**config.mk**
```make
export PLATFORM = sky130hd
export DESIGN_NAME = regfile_wb_arbiter_flat
export DESIGN_NICKNAME = d
export VERILOG_FILES = /design/src/rtl/regfile_wb_arbiter_pkg.sv /design/src/rtl/regfile_wb_arbiter_if.sv /design/src/rtl/regfile_wb_arbiter_rr.sv /design/src/rtl/regfile_wb_arbiter.sv /design/src/flat_wrapper.sv
export SDC_FILE = /design/constraint.sdc
export NUM_CORES = 1
export LEC_CHECK = 0
export CORE_ASPECT_RATIO = 1.25
export CORE_MARGIN = 3
export CORE_UTILIZATION = 35
export CTS_CLUSTER_DIAMETER = 200
export DETAILED_ROUTE_END_ITERATION = 12
export MAX_ROUTING_LAYER = met4
export PLACE_DENSITY = 0.77
export SLEW_MARGIN = 20
export SYNTH_ARGS = -nofsm -noshare
export SYNTH_HDL_FRONTEND = slang
export SYNTH_SLANG_ARGS = --single-unit
```
**constraint.sdc**
```tcl
create_clock -name clk -period 4.7 [get_ports clk]
set_clock_uncertainty 0.1 [all_clocks]
set_input_delay 1.175 -clock clk [delete_from_list [all_inputs] [get_ports clk]]
set_output_delay 1.175 -clock clk [all_outputs]
set_load 0.05 [all_outputs]
```
**src/rtl/regfile_wb_arbiter_pkg.sv**
```systemverilog
// Shared constants and helpers for the register-file write-back arbiter.
package regfile_wb_arbiter_pkg;

  localparam int REG_ADDR_W = 5;
  localparam int XLEN       = 32;
  localparam logic [REG_ADDR_W-1:0] ZERO_REG = 5'd0;

  // Widest arbiter this helper serves, and the index width that goes with it.
  localparam int MAX_REQ   = 8;
  localparam int MAX_IDX_W = 3;

  // Converts a one-hot (or all-zero) vector to its bit index.
  // An all-zero vector maps to 0.
  function automatic logic [MAX_IDX_W-1:0] onehot_to_idx(input logic [MAX_REQ-1:0] oh);
    logic [MAX_IDX_W-1:0] idx;
    idx = '0;
    for (int i = 0; i < MAX_REQ; i++) begin
      if (oh[i]) idx = idx | MAX_IDX_W'(i);
    end
    return idx;
  endfunction

endpackage

```
**src/rtl/regfile_wb_arbiter_if.sv**
```systemverilog
// Bundle between the write-back requesters and the register-file write port.
//
// Handshake: requester i transfers in a cycle when req_valid[i] && req_ready[i]
// at the rising edge. While req_valid[i]=1 and not granted, the requester holds
// req_reg/req_data stable. req_ready never depends on req_reg/req_data. The
// rf_write_* side has no back-pressure: the register file accepts every cycle.
interface regfile_wb_arbiter_if #(
  parameter int NUM_REQ    = 3,
  parameter int XLEN       = 32,
  parameter int REG_ADDR_W = 5
);
  localparam int IDX_W = (NUM_REQ > 1) ? $clog2(NUM_REQ) : 1;

  logic                          stall;
  logic [NUM_REQ-1:0]            req_valid;
  logic [NUM_REQ*REG_ADDR_W-1:0] req_reg;
  logic [NUM_REQ*XLEN-1:0]       req_data;
  logic [NUM_REQ-1:0]            req_ready;
  logic                          rf_write_enable;
  logic [REG_ADDR_W-1:0]         rf_write_reg;
  logic [XLEN-1:0]               rf_write_data;
  logic [IDX_W-1:0]              grant_id;

  // Requester / environment side.
  modport master (
    output stall, req_valid, req_reg, req_data,
    input  req_ready, rf_write_enable, rf_write_reg, rf_write_data, grant_id
  );

  // Arbiter side.
  modport slave (
    input  stall, req_valid, req_reg, req_data,
    output req_ready, rf_write_enable, rf_write_reg, rf_write_data, grant_id
  );
endinterface

```
**src/rtl/regfile_wb_arbiter_rr.sv**
```systemverilog
// Generic round-robin arbiter: one-hot grant plus index, owning its priority
// pointer. Search starts at ptr and wraps; the pointer moves past each winner.
module rr_arbiter
  import regfile_wb_arbiter_pkg::*;
#(
  parameter int N = 3
) (
  input  logic                                 clk,
  input  logic                                 rst_n,
  input  logic [N-1:0]                         req,
  input  logic                                 en,
  output logic [N-1:0]                         grant,
  output logic [((N > 1) ? $clog2(N) : 1)-1:0] grant_idx
);
  localparam int IW = (N > 1) ? $clog2(N) : 1;

  logic [IW-1:0] ptr;
  logic [IW-1:0] cand;
  logic          hit;

  // (base + k) mod N, for k in 0..N-1 and base < N.
  function automatic logic [IW-1:0] wrap_idx(input logic [IW-1:0] base, input int k);
    int s;
    s = int'(base) + k;
    if (s >= N) s = s - N;
    return IW'(s);
  endfunction

  // First valid requester at or after ptr wins; nothing is granted when en=0.
  always_comb begin
    grant = '0;
    hit   = 1'b0;
    cand  = '0;
    for (int k = 0; k < N; k++) begin
      cand = wrap_idx(ptr, k);
      if (en && !hit && req[cand]) begin
        grant[cand] = 1'b1;
        hit         = 1'b1;
      end
    end
  end

  assign grant_idx = IW'(onehot_to_idx(MAX_REQ'(grant)));

  // Priority pointer: moves to the slot after the winner, holds otherwise.
  always_ff @(posedge clk) begin
    if (!rst_n) begin
      ptr <= '0;
    end else if (hit) begin
      ptr <= wrap_idx(grant_idx, 1);
    end
  end

endmodule

```
**src/rtl/regfile_wb_arbiter.sv**
```systemverilog
// Shares the register-file write port between NUM_REQ write-back sources.
// Round-robin grant, payload mux by grant index, one registered output stage.
// Writes to x0 are granted and consumed but never raise rf_write_enable.
module regfile_wb_arbiter
  import regfile_wb_arbiter_pkg::*;
#(
  parameter int NUM_REQ    = 3,
  parameter int XLEN       = regfile_wb_arbiter_pkg::XLEN,
  parameter int REG_ADDR_W = regfile_wb_arbiter_pkg::REG_ADDR_W
) (
  input logic                  clk,
  input logic                  rst_n,
  regfile_wb_arbiter_if.slave  bus
);
  localparam int IDX_W = (NUM_REQ > 1) ? $clog2(NUM_REQ) : 1;

  logic                  en;
  logic [NUM_REQ-1:0]    grant;
  logic [IDX_W-1:0]      grant_idx;
  logic                  any_grant;
  logic [REG_ADDR_W-1:0] reg_arr  [NUM_REQ];
  logic [XLEN-1:0]       data_arr [NUM_REQ];
  logic [REG_ADDR_W-1:0] sel_reg;
  logic [XLEN-1:0]       sel_data;

  // Reset also masks grants so req_ready is zero while rst_n is low.
  assign en = rst_n & ~bus.stall;

  rr_arbiter #(.N(NUM_REQ)) u_arb (
    .clk       (clk),
    .rst_n     (rst_n),
    .req       (bus.req_valid),
    .en        (en),
    .grant     (grant),
    .grant_idx (grant_idx)
  );

  assign bus.req_ready = grant;
  assign any_grant     = |grant;

  for (genvar i = 0; i < NUM_REQ; i++) begin : g_unpack
    assign reg_arr[i]  = bus.req_reg[i*REG_ADDR_W +: REG_ADDR_W];
    assign data_arr[i] = bus.req_data[i*XLEN +: XLEN];
  end

  assign sel_reg  = reg_arr[grant_idx];
  assign sel_data = data_arr[grant_idx];

  // Output stage: capture the winner; enable drops for idle slots and x0 writes.
  always_ff @(posedge clk) begin
    if (!rst_n) begin
      bus.rf_write_enable <= 1'b0;
      bus.rf_write_reg    <= '0;
      bus.rf_write_data   <= '0;
      bus.grant_id        <= '0;
    end else if (any_grant) begin
      bus.rf_write_enable <= (sel_reg != REG_ADDR_W'(ZERO_REG));
      bus.rf_write_reg    <= sel_reg;
      bus.rf_write_data   <= sel_data;
      bus.grant_id        <= grant_idx;
    end else begin
      bus.rf_write_enable <= 1'b0;
    end
  end

endmodule

```
**src/flat_wrapper.sv**
```systemverilog
// flat-port wrapper written by rule: the top's interface ports become plain ports
module regfile_wb_arbiter_flat import regfile_wb_arbiter_pkg::*;
#(
  parameter int NUM_REQ    = 3,
  parameter int XLEN       = regfile_wb_arbiter_pkg::XLEN,
  parameter int REG_ADDR_W = regfile_wb_arbiter_pkg::REG_ADDR_W
)
  (clk, rst_n, bus_stall, bus_req_valid, bus_req_reg, bus_req_data, bus_req_ready, bus_rf_write_enable, bus_rf_write_reg, bus_rf_write_data, bus_grant_id);
  regfile_wb_arbiter_if #(.NUM_REQ(NUM_REQ), .XLEN(XLEN), .REG_ADDR_W(REG_ADDR_W)) bus_i ();
  input logic clk;
  input logic rst_n;
  input wire logic [$bits(bus_i.stall)-1:0] bus_stall;
  input wire logic [$bits(bus_i.req_valid)-1:0] bus_req_valid;
  input wire logic [$bits(bus_i.req_reg)-1:0] bus_req_reg;
  input wire logic [$bits(bus_i.req_data)-1:0] bus_req_data;
  output wire logic [$bits(bus_i.req_ready)-1:0] bus_req_ready;
  output wire logic [$bits(bus_i.rf_write_enable)-1:0] bus_rf_write_enable;
  output wire logic [$bits(bus_i.rf_write_reg)-1:0] bus_rf_write_reg;
  output wire logic [$bits(bus_i.rf_write_data)-1:0] bus_rf_write_data;
  output wire logic [$bits(bus_i.grant_id)-1:0] bus_grant_id;
  assign bus_i.stall = bus_stall;
  assign bus_i.req_valid = bus_req_valid;
  assign bus_i.req_reg = bus_req_reg;
  assign bus_i.req_data = bus_req_data;
  assign bus_req_ready = bus_i.req_ready;
  assign bus_rf_write_enable = bus_i.rf_write_enable;
  assign bus_rf_write_reg = bus_i.rf_write_reg;
  assign bus_rf_write_data = bus_i.rf_write_data;
  assign bus_grant_id = bus_i.grant_id;
  regfile_wb_arbiter #(.NUM_REQ(NUM_REQ), .XLEN(XLEN), .REG_ADDR_W(REG_ADDR_W)) u_core (.clk(clk), .rst_n(rst_n), .bus(bus_i));
endmodule
```
==> results_dict.tcl <==
# place-and-route summary
set metrics [dict create \
    io_buffers 159 \
    dieArea_um2 8420 \
    dr_wl_met2_mm 4.47 \
    route.top_layer_used "met4" \
    ys_area_um2 2570 \
    gr-total-overflow 0 \
    clockBufferDepth 2 \
    pin_count 160 \
    dpl_cell_area_um2 4200 \
    maxCapViolations 0 \
    fp_util 0.364 \
    worstPathArrival_ns 3.14 \
    ys_seq_share 0.327 \
    finalCritPeriodShare 0.939 \
    htree_levels 2 \
    cts_resized 0 \
    timing.rr.start "u_core.u_arb.ptr[0]" \
    clock-sinks 42 \
    floorplan.nets 408 \
    fin_hold_ws_ns 0.399 \
    clk_pin_slew_worst_paths_ns 0.08 \
    topCellsByArea "dfxtp_1 (33%), mux2_2 (13%), a211oi_1 (8.8%)" \
    internal_power_uw 779 \
    n_antenna_cell 0 \
    area_growth_pct 66.9 \
    p_comb_frac 0.468 \
    syn_area_um2 2570 \
    synth-edff-count 0 \
    layout.nets 555 \
    drc 0 \
    yosys.cell_types.count 47 \
    pre_cts_ws_ns 0.307 \
    synthCells 287 \
    hold_viol 0 \
    cp_cell_sequence "clkdlybuf4s50_1 -> mux2i_1 -> mux2i_1 -> or3b_2 -> a21o_1 -> inv_1 -> buf_12" \
    pwr-share-seq 0.341 \
    crit_fanout 9 \
    grt_pass1_wl_mm 13.2 \
    dieHeight_um 102 \
    design_area_um2 4290 \
    crit_family "buffers and inverters" \
    status "complete, no violations" \
    leakage_uw 0.00162 \
    firstDrtPassIters 4 \
    drt-initial-drc-count 111 \
    cts_hold_buf 0 \
    grt_max_degree 65 \
    place_congestion 0.921 \
    vias_per_cell 5.30 \
    peakVddDrop_mv 0.177 \
    worst_path_most_repeated_cell "mux2i_1" \
    yosysWarnings 0 \
    antenna_found_initial 0 \
    clk_latency_ns 0.28 \
    finalMaxSlewViolations 0 \
    postRouteAntennaNets 0 \
    core_um2 7060 \
    syn_avg_cell_area_um2 8.96 \
    cp-end-kind "primary output" \
    finalWorstSetupSlack_ns 0.285 \
    critPathRequiredTime_ns 3.42 \
    path_class "in2out" \
    hold_path.startpoint "u_core.bus.rf_write_reg[3]" \
    setup_viol 0 \
    maxSlewHeadroom 0.640 \
    wl_met1_mm 3.14 \
    sw_frac_of_total 0.377 \
    warnings 29 \
    worstMarginPinSlew_ns 0.539 \
    fmaxAchievable_mhz 227 \
    synth-cells-yosys 287 \
    synth_flops 42 \
    cts_root_buffer "clkbuf_8" \
    min_period_ns 4.41 \
    rsz0062_at_grt "false" \
    hp-class "reg2reg" \
    cp-startpoint "bus_req_valid[2]" \
    detailed_place_hpwl_mm 6.39 \
    drive_above_1_share 0.133 \
    yosys.area.top_type "dfxtp_1" \
    cp-start-kind "input port" \
    rows 34 \
    ff2ff_setup_slack_ns 1.55 \
    first_global_vias 2749 \
    cp_num_buf_inv 3 \
    async_flop_share 0 \
    die_w_um 82.7 \
    tns_ns 0 \
    post_cts_buffers 0 \
    cts_inserted_buffers 5 \
    clkPwrFrac 0.192 \
    power_density_nw_per_um2 291 \
    flop_cell "dfxtp_1" \
    cpMaxStageDelayCell "clkdlybuf4s50_1" \
    cp_slowest_stage_delay_ns 0.54 \
]
## cells in the final DEF, fill, tap and decap left out, types with 11 or more instances in the layout
cell type,instances
dfxtp_1,42
o21ai_0,11
a211oi_1,30
a22oi_1,29
mux2_2,29
a21oi_1,11
clkdlybuf4s50_1,156
nor2_1,35
nand2_1,11
## area by class of cell
cell class                      instances  area [um^2]
Sequential cell                        42          841
Tap cell                               90          113
Multi-Input combinational cell        210         1530
Timing Repair Buffer                  165         1680
Clock inverter                          1         5.00
Fill cell                             650         2770
Clock buffer                            7         86.3
Inverter                               10         37.5
## Yosys cell counts, types with 6 or more instances
master / number
nand2_1: 11
a21oi_1: 11
clkbuf_1: 7
a211oi_1: 30
a22oi_1: 29
nor2_1: 35
or3_1: 7
mux2_2: 29
o211ai_1: 6
inv_1: 7
buf_6: 6
buf_2: 6
dfxtp_1: 42
o21ai_0: 11
## power by group through the flow
stage                     clock, uW  combinational, uW  sequential, uW
after global routing            258                625             432
final                           239                584             426
after detailed placement          0                586             434
after global placement            0                577             432
after CTS                       247                589             426
after floorplan                   0                201             593
## routing by layer
metal,track usage,up-vias
met3,0.0414,15
met2,0.369,117
met4,0.0642,0
met1,0.225,1279
met5,-,-
li1,-,1371
## path summary, 6_finish.rpt
check	to	cells after the start
max	bus_req_ready[0]	7
min	u_core.bus.rf_write_reg[3]	2
max reg2reg	u_core.bus.rf_write_enable	10
min reg2reg	u_core.bus.rf_write_reg[3]	2
## stage by stage
| stage | utilization | total power (uW) | cells |
|---|---|---|---|
| floorplan | - | 794 | 287 |
| global placement | 0.595 | 1010 | 517 |
| detailed placement | 0.595 | 1020 | 517 |
| CTS | 0.608 | 1260 | 525 |
| global route | 0.608 | 1320 | 525 |
| finish | 0.608 | 1250 | 525 |
## logic make-up after synthesis
group / Yosys count / share of synthesized area
compound gates: 104 / 0.300
simple gates: 67 / 0.123
flops: 42 / 0.327
buf+inv: 35 / 0.0773
mux: 35 / 0.154
fa+ha+maj: 4 / 0.0195
## worst register-to-register path: stages (launching register included)
cell and delay (ns):
dfxtp_1 0.40, inv_1 0.08, ha_1 0.49, nor3_1 0.12, o22ai_1 0.27, o211ai_4 0.14
or2_2 0.31, buf_4 0.30, mux2_4 0.36, a221oi_1 0.30, a41oi_1 0.15
### Signal wires by layer

Drawn at 4 px/um. Only two layers are drawn.
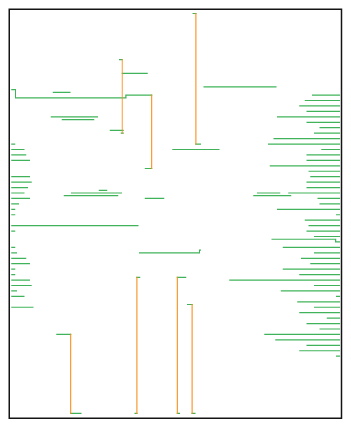
[metal 4] orange | wire length: 184 um
[metal 3] green | wire length: 737 um
wire length per cell: 16.3 um
final WL: 8.54 mm

### M1 wires

Drawn at 4 px/um. Supply wires on this layer in gray.
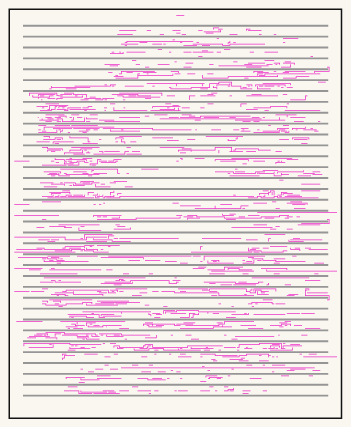
nets with wire on the layer: 462
main direction: horizontal
met1 Use GR: 0.225
via count: 2782

### Logic cells by family

Drawn at 4 px/um.
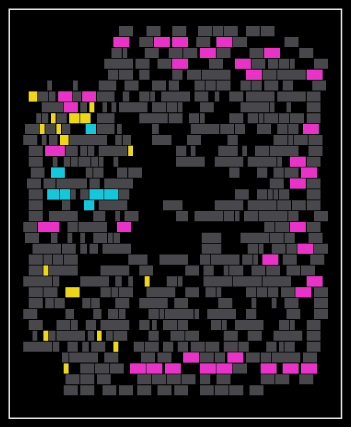
[NAND gates] yellow | cells: 16
[multiplexers] magenta | cells: 35 | where: spread over the die
[AND-OR and OR-AND gates] cyan | cells: 7 | where: left middle
Final Non-Filler Cells: 525
combinational share of cell area: 0.357
most instantiated logic cell after routing: clkdlybuf4s50_1

### Congestion heat map

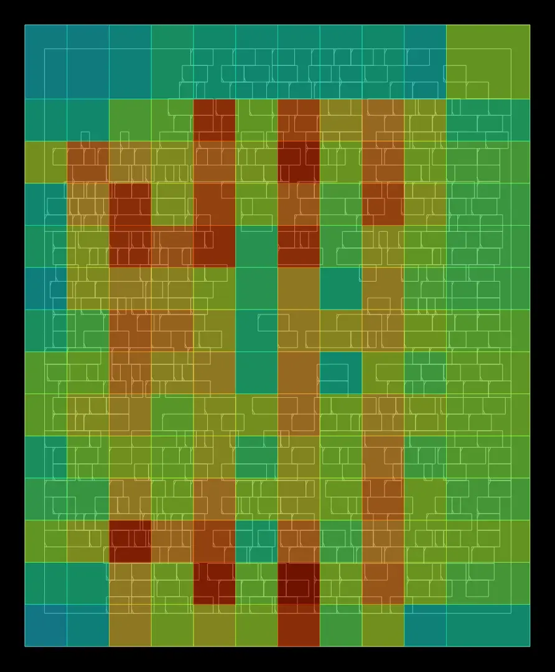
global-route usage over all layers: 0.206
final core occ: 0.608

### Close-up of the layout

Window x 26 to 56, y 56 to 86 um. Cells in gray, sequential cells in the stronger gray; small squares are vias.
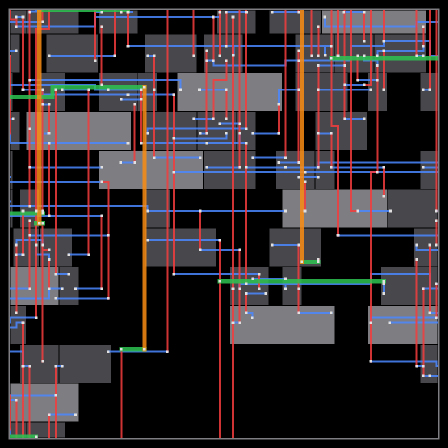
[metal 2] red
[metal 4] orange
[metal 1] blue
[metal 3] green
netlist names of flops here include: u_core.bus.rf_write_data (5), u_core.bus.rf_write_reg (2)
most frequent: clkdlybuf4s50_1 (12), dfxtp_1 (8), nor2_1 (7)
cells with their middle in the window: 45
sequential cells in the window: 8

No activity file was given, so power comes from the tool's default toggle rates.
